File: src/rtl/game_pkg.sv
// Shared game definitions: ball slot states, ball size range and default point values.
package game_pkg;

    typedef enum logic [2:0] {
        SLOT_IDLE     = 3'd0,
        SLOT_ARMING   = 3'd1,
        SLOT_ALIVE    = 3'd2,
        SLOT_COOLDOWN = 3'd3,
        SLOT_POPPED   = 3'd4
    } slot_state_t;

    localparam logic [1:0]  MIN_SIZE          = 2'd0;
    localparam logic [1:0]  MAX_SIZE          = 2'd3;
    localparam logic [7:0]  DEF_SHRINK_POINTS = 8'd5;
    localparam logic [7:0]  DEF_POP_POINTS    = 8'd10;
    localparam logic [15:0] DEF_COOL_CYCLES   = 16'd50000;

endpackage

File: src/rtl/ball_slot_controller_if.sv
// Per-slot spawn/score/status bundle between the level controller side and one ball slot.
interface ball_slot_controller_if;
    logic       enable;
    logic       spawnActive;
    logic [1:0] spawnSize;
    logic       secClk;
    logic       hit;
    logic       inUse;
    logic       visible;
    logic [1:0] size;
    logic       scoreValid;
    logic [7:0] scoreValue;
    logic [2:0] slotState;

    modport master (
        output enable, spawnActive, spawnSize, secClk, hit,
        input  inUse, visible, size, scoreValid, scoreValue, slotState
    );

    modport slave (
        input  enable, spawnActive, spawnSize, secClk, hit,
        output inUse, visible, size, scoreValid, scoreValue, slotState
    );
endinterface

File: src/rtl/rise_edge_detect.sv
// Single-register rising-edge detector; pulse is high for the clk where in first reads 1.
module rise_edge_detect (
    input  logic clk,
    input  logic resetN,
    input  logic in,
    output logic pulse
);
    logic in_q, in_d;

    always_comb in_d = in;

    always_ff @(posedge clk or negedge resetN) begin
        if (!resetN) in_q <= 1'b0;
        else         in_q <= in_d;
    end

    assign pulse = in & ~in_q;
endmodule

File: src/rtl/ball_slot_controller.sv
// One ball slot: accepts a spawn, runs arming/alive/cooldown/pop and emits score strobes.
//   state    | meaning
//   IDLE     | slot free, waiting for a spawn edge
//   ARMING   | ball reserved but invisible, counting secClk edges
//   ALIVE    | ball drawn and hittable
//   COOLDOWN | ball drawn, immune to hits after a shrink
//   POPPED   | one clk: pop score strobe, slot still in use
module ball_slot_controller
    import game_pkg::*;
#(
    parameter int unsigned  SPAWN_DELAY   = 2,
    parameter logic [15:0]  COOL_CYCLES   = DEF_COOL_CYCLES,
    parameter logic [7:0]   SHRINK_POINTS = DEF_SHRINK_POINTS,
    parameter logic [7:0]   POP_POINTS    = DEF_POP_POINTS
) (
    input  logic                  clk,
    input  logic                  resetN,
    ball_slot_controller_if.slave bus
);
    localparam logic [2:0] ST_IDLE     = SLOT_IDLE;
    localparam logic [2:0] ST_ARMING   = SLOT_ARMING;
    localparam logic [2:0] ST_ALIVE    = SLOT_ALIVE;
    localparam logic [2:0] ST_COOLDOWN = SLOT_COOLDOWN;
    localparam logic [2:0] ST_POPPED   = SLOT_POPPED;
    localparam logic [3:0] TICK_TARGET = 4'(SPAWN_DELAY);

    if (SPAWN_DELAY > 15) begin : g_bad_spawn_delay
        $error("SPAWN_DELAY must not exceed 15");
    end
    if (COOL_CYCLES == 16'd0) begin : g_bad_cool_cycles
        $error("COOL_CYCLES must be at least 1");
    end

    logic spawn_edge, sec_edge;

    rise_edge_detect u_spawn_edge (.clk(clk), .resetN(resetN), .in(bus.spawnActive), .pulse(spawn_edge));
    rise_edge_detect u_sec_edge   (.clk(clk), .resetN(resetN), .in(bus.secClk),      .pulse(sec_edge));

    logic [2:0]  state_q, state_d;
    logic [1:0]  size_q, size_d;
    logic [15:0] cool_q, cool_d;
    logic [3:0]  tick_q, tick_d;
    logic [3:0]  tick_inc;
    logic        in_use_q, in_use_d;
    logic        visible_q, visible_d;
    logic        score_valid_q, score_valid_d;
    logic [7:0]  score_value_q, score_value_d;

    always_comb begin
        state_d       = state_q;
        size_d        = size_q;
        cool_d        = cool_q;
        tick_d        = tick_q;
        score_valid_d = 1'b0;
        score_value_d = 8'd0;
        tick_inc      = tick_q + {3'b000, sec_edge};

        if (!bus.enable) begin
            state_d = ST_IDLE;
        end else begin
            case (state_q)
                ST_IDLE: begin
                    if (spawn_edge) begin
                        state_d = ST_ARMING;
                        size_d  = bus.spawnSize;
                        tick_d  = 4'd0;
                    end
                end
                ST_ARMING: begin
                    tick_d = tick_inc;
                    // Zero delay still spends exactly one clk here, whatever secClk does.
                    if (SPAWN_DELAY == 0 || tick_inc == TICK_TARGET) state_d = ST_ALIVE;
                end
                ST_ALIVE: begin
                    if (bus.hit) begin
                        if (size_q != MIN_SIZE) begin
                            state_d       = ST_COOLDOWN;
                            size_d        = size_q - 2'd1;
                            cool_d        = COOL_CYCLES - 16'd1;
                            score_valid_d = 1'b1;
                            score_value_d = SHRINK_POINTS;
                        end else begin
                            state_d = ST_POPPED;
                        end
                    end
                end
                ST_COOLDOWN: begin
                    if (cool_q == 16'd0) state_d = ST_ALIVE;
                    else                 cool_d  = cool_q - 16'd1;
                end
                default: state_d = ST_IDLE;
            endcase
        end

        if (state_d == ST_POPPED) begin
            score_valid_d = 1'b1;
            score_value_d = POP_POINTS;
        end
        in_use_d  = (state_d != ST_IDLE);
        visible_d = (state_d == ST_ALIVE) || (state_d == ST_COOLDOWN);
    end

    always_ff @(posedge clk or negedge resetN) begin
        if (!resetN) begin
            state_q       <= ST_IDLE;
            size_q        <= 2'd0;
            cool_q        <= 16'd0;
            tick_q        <= 4'd0;
            in_use_q      <= 1'b0;
            visible_q     <= 1'b0;
            score_valid_q <= 1'b0;
            score_value_q <= 8'd0;
        end else begin
            state_q       <= state_d;
            size_q        <= size_d;
            cool_q        <= cool_d;
            tick_q        <= tick_d;
            in_use_q      <= in_use_d;
            visible_q     <= visible_d;
            score_valid_q <= score_valid_d;
            score_value_q <= score_value_d;
        end
    end

    assign bus.inUse      = in_use_q;
    assign bus.visible    = visible_q;
    assign bus.size       = size_q;
    assign bus.scoreValid = score_valid_q;
    assign bus.scoreValue = score_value_q;
    assign bus.slotState  = state_q;
endmodule

File: src/flat_wrapper.sv
// flat-port wrapper written by rule: the top's interface ports become plain ports
module ball_slot_controller_flat import game_pkg::*;
#(
    parameter int unsigned  SPAWN_DELAY   = 2,
    parameter logic [15:0]  COOL_CYCLES   = DEF_COOL_CYCLES,
    parameter logic [7:0]   SHRINK_POINTS = DEF_SHRINK_POINTS,
    parameter logic [7:0]   POP_POINTS    = DEF_POP_POINTS
)
  (clk, resetN, bus_enable, bus_spawnActive, bus_spawnSize, bus_secClk, bus_hit, bus_inUse, bus_visible, bus_size, bus_scoreValid, bus_scoreValue, bus_slotState);
  ball_slot_controller_if bus_i ();
  input  logic clk;
  input  logic resetN;
  input wire logic [$bits(bus_i.enable)-1:0] bus_enable;
  input wire logic [$bits(bus_i.spawnActive)-1:0] bus_spawnActive;
  input wire logic [$bits(bus_i.spawnSize)-1:0] bus_spawnSize;
  input wire logic [$bits(bus_i.secClk)-1:0] bus_secClk;
  input wire logic [$bits(bus_i.hit)-1:0] bus_hit;
  output wire logic [$bits(bus_i.inUse)-1:0] bus_inUse;
  output wire logic [$bits(bus_i.visible)-1:0] bus_visible;
  output wire logic [$bits(bus_i.size)-1:0] bus_size;
  output wire logic [$bits(bus_i.scoreValid)-1:0] bus_scoreValid;
  output wire logic [$bits(bus_i.scoreValue)-1:0] bus_scoreValue;
  output wire logic [$bits(bus_i.slotState)-1:0] bus_slotState;
  assign bus_i.enable = bus_enable;
  assign bus_i.spawnActive = bus_spawnActive;
  assign bus_i.spawnSize = bus_spawnSize;
  assign bus_i.secClk = bus_secClk;
  assign bus_i.hit = bus_hit;
  assign bus_inUse = bus_i.inUse;
  assign bus_visible = bus_i.visible;
  assign bus_size = bus_i.size;
  assign bus_scoreValid = bus_i.scoreValid;
  assign bus_scoreValue = bus_i.scoreValue;
  assign bus_slotState = bus_i.slotState;
  ball_slot_controller #(.SPAWN_DELAY(SPAWN_DELAY), .COOL_CYCLES(COOL_CYCLES), .SHRINK_POINTS(SHRINK_POINTS), .POP_POINTS(POP_POINTS)) u_core (.clk(clk), .resetN(resetN), .bus(bus_i));
endmodule
File: config.mk
export PLATFORM = sky130hd
export DESIGN_NAME = ball_slot_controller_flat
export DESIGN_NICKNAME = d
export VERILOG_FILES = /design/src/rtl/game_pkg.sv /design/src/rtl/ball_slot_controller_if.sv /design/src/rtl/rise_edge_detect.sv /design/src/rtl/ball_slot_controller.sv /design/src/flat_wrapper.sv
export SDC_FILE = /design/constraint.sdc
export NUM_CORES = 1
export LEC_CHECK = 0
export ABC_AREA = 1
export ABC_CLOCK_PERIOD_IN_PS = 3200
export CORE_ASPECT_RATIO = 0.7
export CORE_MARGIN = 8
export CORE_UTILIZATION = 40
export CTS_CLUSTER_SIZE = 30
export DETAILED_ROUTE_END_ITERATION = 10
export DONT_BUFFER_PORTS = 1
export GPL_ROUTABILITY_DRIVEN = 0
export GPL_TIMING_DRIVEN = 0
export SYNTH_ARGS = -nofsm -noshare
export SYNTH_HDL_FRONTEND = slang
export SYNTH_SLANG_ARGS = --single-unit
File: constraint.sdc
create_clock -name clk -period 3.2 [get_ports clk]
set_input_delay 0.8 -clock clk [delete_from_list [all_inputs] [get_ports clk]]
set_output_delay 0.8 -clock clk [all_outputs]
set_load 0.005 [all_outputs]
### Placed cells, one color a class, run 1

Scale bar: 20 microns. Fill, decap, tap and diode cells in gray.
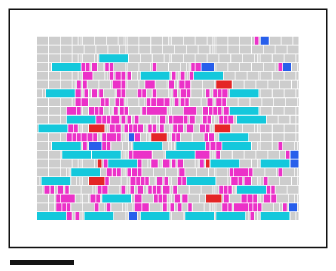
Key: magenta = remaining logic cells [cells 220]; red = clock drivers and dummy loads [cells 8]; cyan = registers [cells 32]; blue = remaining buffers and delay cells [cells 9]
register share of the cell area: 0.389
core area: 4650 sq um
fin area: 2060 sq um

### Sizing map, run 1

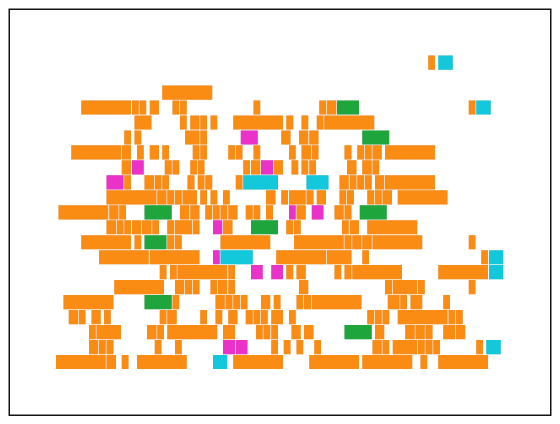
Key: magenta = x2 [cells 12, most used nand2_2]; orange = x1 and smaller [cells 240, most used nand2_1]; green = x6 and larger [cells 8, most used clkbuf_8]; cyan = x3 and x4 [cells 9, most used buf_4]
area delta synth->final: 9.15%
final setup margin: 1410 ps
Repair and plain buffers: 9

### Gate-type map, run 1

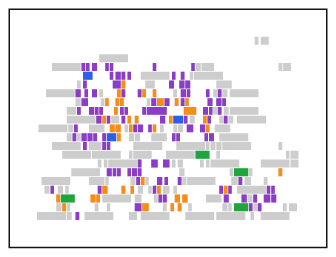
Key: purple = nand cells [cells 102]; blue = xor and xnor cells [cells 3]; green = fa/ha/maj cells [cells 4]; orange = nor cells [cells 39]
fin cells: 326
most used logic cell in the final layout: nand2_1
multi-input gate share of total cell area: 0.429

==> impl_metrics.yaml, run 1 <==
# physical design summary
pwr:
  switching_share: 0.352
  power_density_nw_per_um2: 573
  p_leak_uw: 0.00108
  p_comb_frac: 0.268
  power.share.clock: 0.277
  power.internal_uw: 765
  p_sw_uw: 416
  power_frac_seq: 0.455
  max-vdd-ir-drop_v: 0.000347
global_routing:
  grt_pass1_wl_mm: 7.19
  grt_remaining_overflow: 0
  grt_max_degree: 33
  antenna_found_initial: 0
  grtUsageTotal: 0.126
  first_global_vias: 1455
route:
  vias_per_cell: 4.78
  wirelength_mm: 4.08
  drc: 0
  ant_nets: 0
  post_drt_wl_per_cell_microns: 12.5
  drt_iter0_drc: 74
  vias: 1558
  firstDrtPassIters: 4
place:
  place_ws_ps: 1130
  placed_cell_area_sq_um: 1970
  dpl.hpwl_mm: 3.07
  numPortBuffers: 0
synth:
  syn_area_sq_um: 1890
  common_cells: "nand2_1, inv_1, dfrtp_1, nor2_1, nand3_1"
  top_area_cell: "dfrtp_1"
  yosys_warnings: 0
  postSynthSeqShare: 0.424
  yosys-top-cells-area: "dfrtp_1, nand2_1, inv_1"
  synthFlopType: "dfrtp_1"
  yosys-stat-area_sq_um: 1890
  edf_count: 0
  synth_cells: 258
  async_flop_share: 1.00
  synth.distinct_cells: 28
  ys_ff: 32
  yosys.area.top_type_share: 0.424
  postSynthAreaPerCell_sq_um: 7.32
  yosys.cell_count.top_type: "nand2_1"
  ys_cells: 258
timing:
  timing.hold.ws_ps: 201
  tightestPinTransition_ps: 642
  min_period_ps: 1790
  slew_headroom: 0.569
  fin_crit_sh: 0.558
  drv_slew: 0
  fmax_mhz: 560
  clock_skew_ps: 6.83
  rsz0062_at_grt: "no"
  fin_setup_tns_ps: 0
  hold_violations: 0
  setup_viol: 0
cts:
  hold_buffers: 0
  clock_path_buffers: 2
  cts_resized: 0
  worstSkewPairLatency_ps: 290
  cts_tree: "done"
  path_clk_slew_ps: 70
  cts_setup_buffers: 0
  clockRootBuffer: "clkbuf_8"
  cts_buffers: 5
  cts.sinks: 32
  htreeDepth: 2
floorplan:
  die_y_microns: 73.5
  fp_util: 0.406
  chipArea_sq_um: 7210
  chipWidth_microns: 98.1
  pin_count: 24
  core.rowCount: 21
worst_hold_path:
  hold_class: "in2async"
critical_path:
  path_max_fanout: 10
  required_ps: 3370
  r2r_slack_ps: 1410
  slowest_stage: "dfrtp_1"
  crit_type: "reg2reg"
  cp_cell_sequence: "inv_1, ha_1, nand2_2, nor2_4, nand3_4, o21ai_4, buf_6, o21ai_0"
  crit_arrival_ps: 1950
  slowest_delay_ps: 390
  path_buffers: 2
  path_depth: 8
  endpoint_kind: "flop"
  cp-start-kind: "flop"
  reg2reg_depth: 8
  path_delay_family: "simple AND/OR/NAND/NOR gates"
job:
  openroad.warnings: 26
  maxCapViolations: 0
layout:
  drive_gt1_frac: 0.108
  final_util: 0.443
  nNetsFinal: 280
  diodes: 0
run_status:
  outcome: "complete, no violations"
-- run 1: worst register-to-register path, delay by kind of cell, from the launching register on --
| family | cells | cell delay (ps) |
|---|---|---|
| flip-flops | 1 | 390 |
| adder cells (fa/ha/maj) | 1 | 250 |
| buffers and inverters | 2 | 290 |
| AND-OR/OR-AND | 2 | 310 |
| AND/OR/NAND/NOR | 3 | 420 |
-- run 1: layout by cell type (no fill, tap or decap), drive strengths merged, types with 2 or more instances in the layout --
master   n
o21ai   22
inv     38
nand3   28
clkbuf   8
xor2     2
nand2   72
dfrtp   32
buf      9
a21oi    3
nor3     6
nor2    33
conb     4
ha       4
o22ai    3
-- run 1: power by group through the flow --
stage	Combinational, uW	Clock (uW)	Sequential [uW]
after global placement	310	0	543
after global routing	379	354	547
after detailed placement	318	0	540
after floorplan	266	0	524
final	316	327	537
after CTS	317	338	536
-- run 1: metal layers --
metal,global-route usage,part of all wire,vias up
li1,-,-,822
met1,0.176,0.55,700
met2,0.169,0.37,28
met3,0.0388,0.060,8
met4,0.0619,0.021,0
met5,0,0,-
-- run 1: path summary, 6_finish.rpt --
kind / startpoint / endpoint
setup reg to reg: u_core.cool_q[0] / u_core.cool_q[4]
setup / recovery: u_core.cool_q[0] / u_core.cool_q[4]
hold reg to reg: u_core.cool_q[0] / u_core.cool_q[0]
max in group asynchronous: resetN / u_core.tick_q[0]
min in group clk: u_core.cool_q[0] / u_core.cool_q[0]
hold / removal: resetN / u_core.cool_q[5]
-- run 1: cell families after synthesis --
kind of cell    count (synthesis)  synth area share
compound gates                 29            0.0901
flops                          32             0.424
xor+xnor                        3            0.0139
other cells                     1           0.00199
buf+inv                        47             0.114
fa+ha+maj                       4            0.0265
simple gates                  142             0.329
-- run 1: sequential cells by signal, summed over array words and instances (netlist names), 2 cells and up --
name and count:
u_core.bus.scoreValue 2, u_core.bus.size 2, u_core.bus.slotState 3, u_core.cool_q 16, u_core.tick_q 4
-- run 1: final cells by class --
type	instances	area [sq um]
Buffer	9	72.6
Clock buffer	8	90.1
Fill cell	459	2590
Inverter	38	143
Multi-Input combinational cell	182	883
Sequential cell	32	801
Tap cell	57	71.3
-- run 1: per-stage QoR --
stage,instances,total power (uW)
after CTS,326,1190
final,326,1180
after global routing,326,1280
after global placement,318,853
after floorplan,261,791
after detailed placement,318,857
==> run 2: changes to the inputs <==
--- a/config.mk
+++ b/config.mk
@@ -6,7 +6,7 @@
 export NUM_CORES = 1
 export LEC_CHECK = 0
 export ABC_AREA = 1
-export ABC_CLOCK_PERIOD_IN_PS = 3200
+export ABC_CLOCK_PERIOD_IN_PS = 1540
 export CORE_ASPECT_RATIO = 0.7
 export CORE_MARGIN = 8
 export CORE_UTILIZATION = 40
==> constraint.sdc (replaced) <==
create_clock -name clk -period 1.54 [get_ports clk]
set_input_delay 0.385 -clock clk [delete_from_list [all_inputs] [get_ports clk]]
set_output_delay 0.385 -clock clk [all_outputs]
set_load 0.005 [all_outputs]
### Clock wiring as the flow saved it, run 2

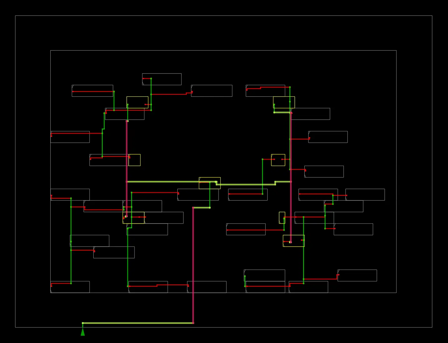
worst-case clock skew: 6.74 ps
CTS Sinks: 32

### Sizing map, run 2

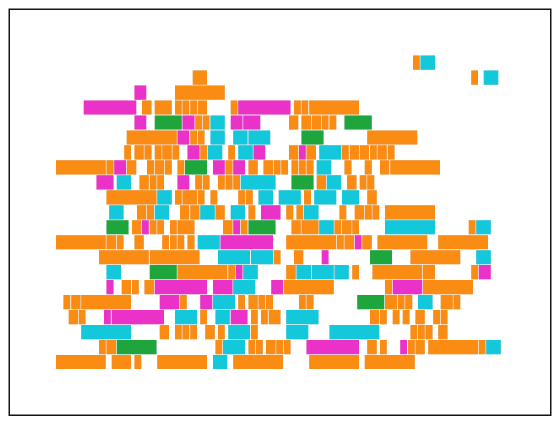
Key: magenta = x2 [cells 36]; orange = x1 and smaller [cells 199, most used nand2_1]; green = x6 and larger [cells 11]; cyan = x3 and x4 [cells 48, most used buf_4]
Repair and plain buffers: 34
final setup margin: -45.8 ps
area delta synth->final: 30.2%
fin area: 2460 sq um

==> impl_metrics.yaml, run 2 <==
# physical design summary
run_status:
  outcome: "complete, but fails checks"
  violations: "setup timing"
synth:
  yosys_warnings: 0
  async_flop_share: 1.00
  edf_count: 0
  synthFlopType: "dfrtp_1"
  yosys-top-cells-area: "dfrtp_1, nand2_1, inv_1"
  ys_ff: 32
  synth_cells: 258
  postSynthSeqShare: 0.424
  yosys.cell_count.top_type: "nand2_1"
  common_cells: "nand2_1, inv_1, dfrtp_1, nor2_1, nand3_1"
  top_area_cell: "dfrtp_1"
  yosys.area.top_type_share: 0.424
  syn_area_sq_um: 1890
  yosys-stat-area_sq_um: 1890
  ys_cells: 258
  postSynthAreaPerCell_sq_um: 7.32
  synth.distinct_cells: 28
timing:
  fin_ws_ps: -45.8
  drv_slew: 0
  fmax_mhz: 631
  fin_setup_tns_ps: -105
  setup_viol: 4
  hold_violations: 0
  min_period_ps: 1590
  fin_crit_sh: 1.03
  rsz0062_at_grt: "yes"
  timing.hold.ws_ps: 108
route:
  ant_nets: 0
  vias: 1734
  vias_per_cell: 4.94
  firstDrtPassIters: 6
  drc: 0
  post_drt_wl_per_cell_microns: 13.9
  drt_iter0_drc: 134
  wirelength_mm: 4.87
critical_path:
  r2r_slack_ps: -50
  cp-start-kind: "flop"
  crit_type: "reg2reg"
  slowest_delay_ps: 370
  r2r_start: "u_core.u_sec_edge.in_q"
  required_ps: 1780
  path_max_fanout: 3
  crit_arrival_ps: 1830
  slowest_stage: "dfrtp_1"
  reg2reg_depth: 11
  rr_endpoint: "u_core.bus.inUse"
  crit_top_cell: "nand2_1"
  cp_cell_sequence: "nor2_2, ha_2, ha_4, inv_2, nand2_1, nand2_1, nor2_1, nand2_1, o22ai_1, nand2_1, nand3_2"
  endpoint_kind: "flop"
job:
  maxCapViolations: 0
  openroad.warnings: 28
cts:
  cts_tree: "done"
  clockRootBuffer: "clkbuf_8"
  clock_path_buffers: 2
  worstSkewPairLatency_ps: 300
  path_clk_slew_ps: 70
  htreeDepth: 2
  cts_buffers: 5
layout:
  diodes: 0
  regMostFlops: "u_core.cool_q"
  lay_top_count: "nand2_1"
  fillers: 413
  logic_area_sq_um: 1060
  final_cell_mix: "nand2_1, inv_1, buf_4, dfrtp_1, nand3_1"
  drive_gt1_frac: 0.323
  largest_reg_flops: 16
  nNetsFinal: 305
  regArea_sq_um: 808
floorplan:
  core.rowCount: 21
  core_area_sq_um: 4650
  pin_count: 24
  chipWidth_microns: 98.1
  chipArea_sq_um: 7210
  die_y_microns: 73.5
  fp_util: 0.406
pwr:
  max-vdd-ir-drop_v: 0.000517
  power_density_nw_per_um2: 1170
  p_leak_uw: 0.00122
global_routing:
  grt_pass1_wl_mm: 7.96
  antenna_found_initial: 0
  grt_max_degree: 33
  first_global_vias: 1605
  grt_remaining_overflow: 0
  grtUsageTotal: 0.142
place:
  numPortBuffers: 0
  dpl.hpwl_mm: 3.02
  placed_cell_area_sq_um: 1970
worst_hold_path:
  hold_class: "in2reg"
  min_to: "u_core.u_spawn_edge.in_q"
  worstHoldStart: "bus_spawnActive"
  worstHoldPathCells: 0
[run 2: cell counts after synthesis]
No cell type changed its count.
[run 2: metrics by stage]
step | total power, uW | setup slack [ps] | instances | utilization
2_1_floorplan | 1650 | 2.49 | 261 | -
3_3_place_gp | 1780 | -199 | 318 | 0.424
3_5_place_dp | 1800 | -197 | 318 | 0.424
4_1_cts | 2730 | -24.5 | 346 | 0.495
5_1_grt | 3080 | -107 | 351 | 0.529
6_report | 2880 | -45.8 | 351 | 0.529
[run 2: how the worst max path moves through the flow]
stage	startpoint	endpoint	slack, ps	cells after the start
2_1_floorplan	u_core.cool_q[0]	u_core.cool_q[4]	2	8
3_3_place_gp	u_core.cool_q[0]	u_core.cool_q[4]	-200	8
3_5_place_dp	u_core.cool_q[0]	u_core.cool_q[2]	-200	10
4_1_cts	u_core.u_sec_edge.in_q	u_core.bus.inUse	-20	12
5_1_grt	u_core.u_sec_edge.in_q	u_core.bus.inUse	-110	11
6_report	u_core.u_sec_edge.in_q	u_core.bus.inUse	-50	11
[run 2: cells by family (layout without fill, tap and decap cells)]
kind of cell	Yosys count	count (layout)	share of synthesized area
AND/OR/NAND/NOR	142	142	0.329
XOR/XNOR	3	3	0.0139
AND-OR/OR-AND	29	29	0.0901
flip-flops	32	32	0.424
buffers and inverters	47	80	0.114
adder cells (fa/ha/maj)	4	4	0.0265
other	1	4	0.00199
[run 2: layout make-up]
cell class,instances,area share
Tap cell,57,0.0290
Inverter,38,0.0580
Multi-Input combinational cell,182,0.431
Clock inverter,2,0.00662
Timing Repair Buffer,25,0.0870
Clock buffer,6,0.0295
Sequential cell,32,0.329
Buffer,9,0.0305
[run 2: per-layer routing]
layer	global-route usage	up-vias	share of wire	wire, microns
met5	0	-	0	0
met4	0.0704	0	0.016	80
met3	0.0407	8	0.068	331
met2	0.211	48	0.44	2170
met1	0.184	803	0.47	2300
li1	-	875	-	-
[run 2: worst max-delay path, delay by kind of cell, from the launching register on]
family / cells / cell delay [ps]
compound gates: 1 / 140
buf+inv: 1 / 30
fa+ha+maj: 2 / 350
simple gates: 7 / 640
flops: 1 / 370
[run 2: power breakdown]
group	total [uW]	switching (uW)	internal, uW
registers	1140	157	982
logic	1060	582	480
clock network	676	355	321
total	2880	1090	1780
[run 2: what timing repair did]
item,4_1_cts,5_1_grt
hold endpoints to repair,32,0
pin swaps,8,17
setup endpoints to repair,25,23
cloned,2,0
resized,27,36
hold buffers,2,0
buffers inserted,16,5
==> run 3: changes to the inputs <==
--- a/config.mk
+++ b/config.mk
@@ -13,8 +13,7 @@
 export CTS_CLUSTER_SIZE = 30
 export DETAILED_ROUTE_END_ITERATION = 10
 export DONT_BUFFER_PORTS = 1
-export GPL_ROUTABILITY_DRIVEN = 0
-export GPL_TIMING_DRIVEN = 0
+export MAX_ROUTING_LAYER = met4
 export SYNTH_ARGS = -nofsm -noshare
 export SYNTH_HDL_FRONTEND = slang
 export SYNTH_SLANG_ARGS = --single-unit
### Met2 routing, run 3

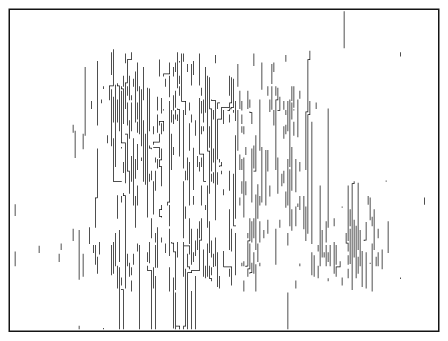
The wires run mostly vertical. The longest straight run is 29.6 microns. 250 nets have wire on it. The layer carries 2,200 microns of wire.
vias post-DR: 1,757
final wirelength: 5.10 mm
GRT met2 Usage: 0.197

### Clock wiring as the flow saved it, run 3

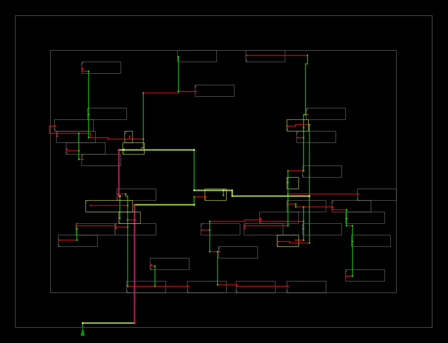
CTS buffer count: 5
worst-case clock skew: 9.65 ps
Layout clock buffers: 5
Clock Latency Late Sink: 300 ps

==> impl_metrics.yaml, run 3 <==
# physical design summary
synth:
  top_area_cell: "dfrtp_1"
  synth.distinct_cells: 28
  yosys_warnings: 0
  syn_area_sq_um: 1890
  ys_ff: 32
  yosys.area.top_type_share: 0.424
  yosys-stat-area_sq_um: 1890
  common_cells: "nand2_1, inv_1, dfrtp_1, nor2_1, nand3_1"
  postSynthAreaPerCell_sq_um: 7.32
  ys_cells: 258
  synthFlopType: "dfrtp_1"
  synth_cells: 258
  yosys.cell_count.top_type: "nand2_1"
  async_flop_share: 1.00
  yosys-top-cells-area: "dfrtp_1, nand2_1, inv_1"
  postSynthSeqShare: 0.424
  edf_count: 0
timing:
  drv_slew: 0
  fin_ws_ps: -36.7
  timing.hold.ws_ps: 108
  setup_viol: 9
  hold_violations: 0
  fin_crit_sh: 1.02
  rsz0062_at_grt: "yes"
  min_period_ps: 1580
  fmax_mhz: 634
layout:
  drive_gt1_frac: 0.339
  finalNonFillerCells: 361
  regMostFlops: "u_core.cool_q"
  nNetsFinal: 315
  diodes: 0
  area_delta_synth_final_pct: 34.7
  lay_top_count: "nand2_1"
  fillers: 435
  final_cell_mix: "nand2_1, buf_4, dfrtp_1"
  largest_reg_flops: 16
route:
  ant_nets: 0
  post_drt_wl_per_cell_microns: 14.1
  vias_per_cell: 4.87
  firstDrtPassIters: 4
  drt_iter0_drc: 118
  drc: 0
global_routing:
  grtUsageTotal: 0.145
  first_global_vias: 1642
  grt_remaining_overflow: 0
  grt_pass1_wl_mm: 7.95
  antenna_found_initial: 0
  grt_max_degree: 33
floorplan:
  chipWidth_microns: 98.1
  fp_util: 0.406
  die_y_microns: 73.5
  chipArea_sq_um: 7210
  core.rowCount: 21
  core_area_sq_um: 4650
  pin_count: 24
cts:
  cts.sinks: 32
  cts_tree: "done"
  path_clk_slew_ps: 80
  clock_path_buffers: 2
  htreeDepth: 2
  clockRootBuffer: "clkbuf_8"
pwr:
  max-vdd-ir-drop_v: 0.000824
  p_leak_uw: 0.00128
  power_density_nw_per_um2: 1200
  total_power_uw: 3060
run_status:
  violations: "setup timing"
  outcome: "complete, but fails checks"
critical_path:
  cp-start-kind: "flop"
  endpoint_kind: "flop"
  r2r_start: "u_core.cool_q[1]"
  crit_arrival_ps: 1810
  path_max_fanout: 8
  required_ps: 1780
  crit_type: "reg2reg"
  startpoint: "u_core.cool_q[1]"
worst_hold_path:
  worstHoldStart: "bus_secClk"
  hold_class: "in2reg"
place:
  numPortBuffers: 0
  gp_congestion: 0.860
  dpl.hpwl_mm: 3.35
  dp_cells: 343
job:
  openroad.warnings: 27
  maxCapViolations: 0
-- run 3: cell counts after synthesis --
No cell type changed its count.
-- run 3: path summary, 6_finish.rpt --
kind                                                end  slack [ps]  cells past startpoint
max in group asynchronous       u_core.bus.slotState[2]         790                      2
worst max-delay path                   u_core.cool_q[9]         -40                      9
min in group asynchronous              u_core.cool_q[0]         550                      2
worst min-delay path             u_core.u_sec_edge.in_q         110                      0
worst min register to register       u_core.bus.size[0]         550                      2
worst max register to register         u_core.cool_q[9]         -40                      9
-- run 3: layout make-up --
| cell class | instances | area, sq um | share of cell area |
|---|---|---|---|
| inverters | 38 | 143 | 0.0561 |
| well taps | 57 | 71.3 | 0.0280 |
| repair buffers | 43 | 372 | 0.146 |
| clock buffers | 5 | 68.8 | 0.0271 |
| flip-flops and latches | 32 | 802 | 0.315 |
| clock inverters | 3 | 42.5 | 0.0167 |
| multi-input cells | 183 | 1040 | 0.411 |
-- run 3: per-layer routing --
layer / global-route usage / share of wire / up-vias
met1: 0.197 / 0.50 / 809
met3: 0.0369 / 0.060 / 6
met2: 0.197 / 0.43 / 42
met4: 0.0619 / 0.011 / 0
met5: - / 0 / -
li1: - / - / 900
-- run 3: worst max-delay path, stage by stage (launching register included) --
cell and delay [ps]:
dfrtp_1 410, inv_2 90, ha_4 150, nand2_4 60
nor2_4 130, nand3_4 120, o21ai_4 240, clkbuf_16 210
nand2_2 40, nand2_1 60
-- run 3: timing repair --
| action | CTS | global route |
|---|---|---|
| resized | 4 | 51 |
| pin swaps | 5 | 13 |
| setup buffers | 3 | 4 |
| hold buffers | 2 | 0 |
| gates cloned | 0 | 2 |
| endpoints found under the setup margin | 8 | 22 |
| hold endpoints to repair | 32 | 0 |
-- run 3: per-stage QoR --
step | setup WS [ps] | TNS (ps) | area [sq um] | utilization
after floorplan | 2.49 | 0 | 1900 | -
after global placement | -1.54 | -1.54 | 2170 | 0.466
after detailed placement | -63.2 | -106 | 2170 | 0.466
after CTS | 1.95 | 0 | 2340 | 0.504
after global routing | -130 | -1240 | 2540 | 0.547
final | -36.7 | -252 | 2540 | 0.547
-- run 3: logic make-up after synthesis --
family,Yosys count,synth area share
AOI/OAI and AO/OA,29,0.0901
xor gates and xnor gates,3,0.0139
and+or+nand+nor,142,0.329
other,1,0.00199
adders and majority gates,4,0.0265
DFF,32,0.424
buffers and inverters,47,0.114
-- run 3: power by group --
group | switching, uW | internal (uW) | total [uW]
clock network | 350 | 479 | 829
registers | 115 | 981 | 1100
logic | 606 | 529 | 1130
total | 1070 | 1990 | 3060
No activity file was given, so power comes from the tool's default toggle rates.
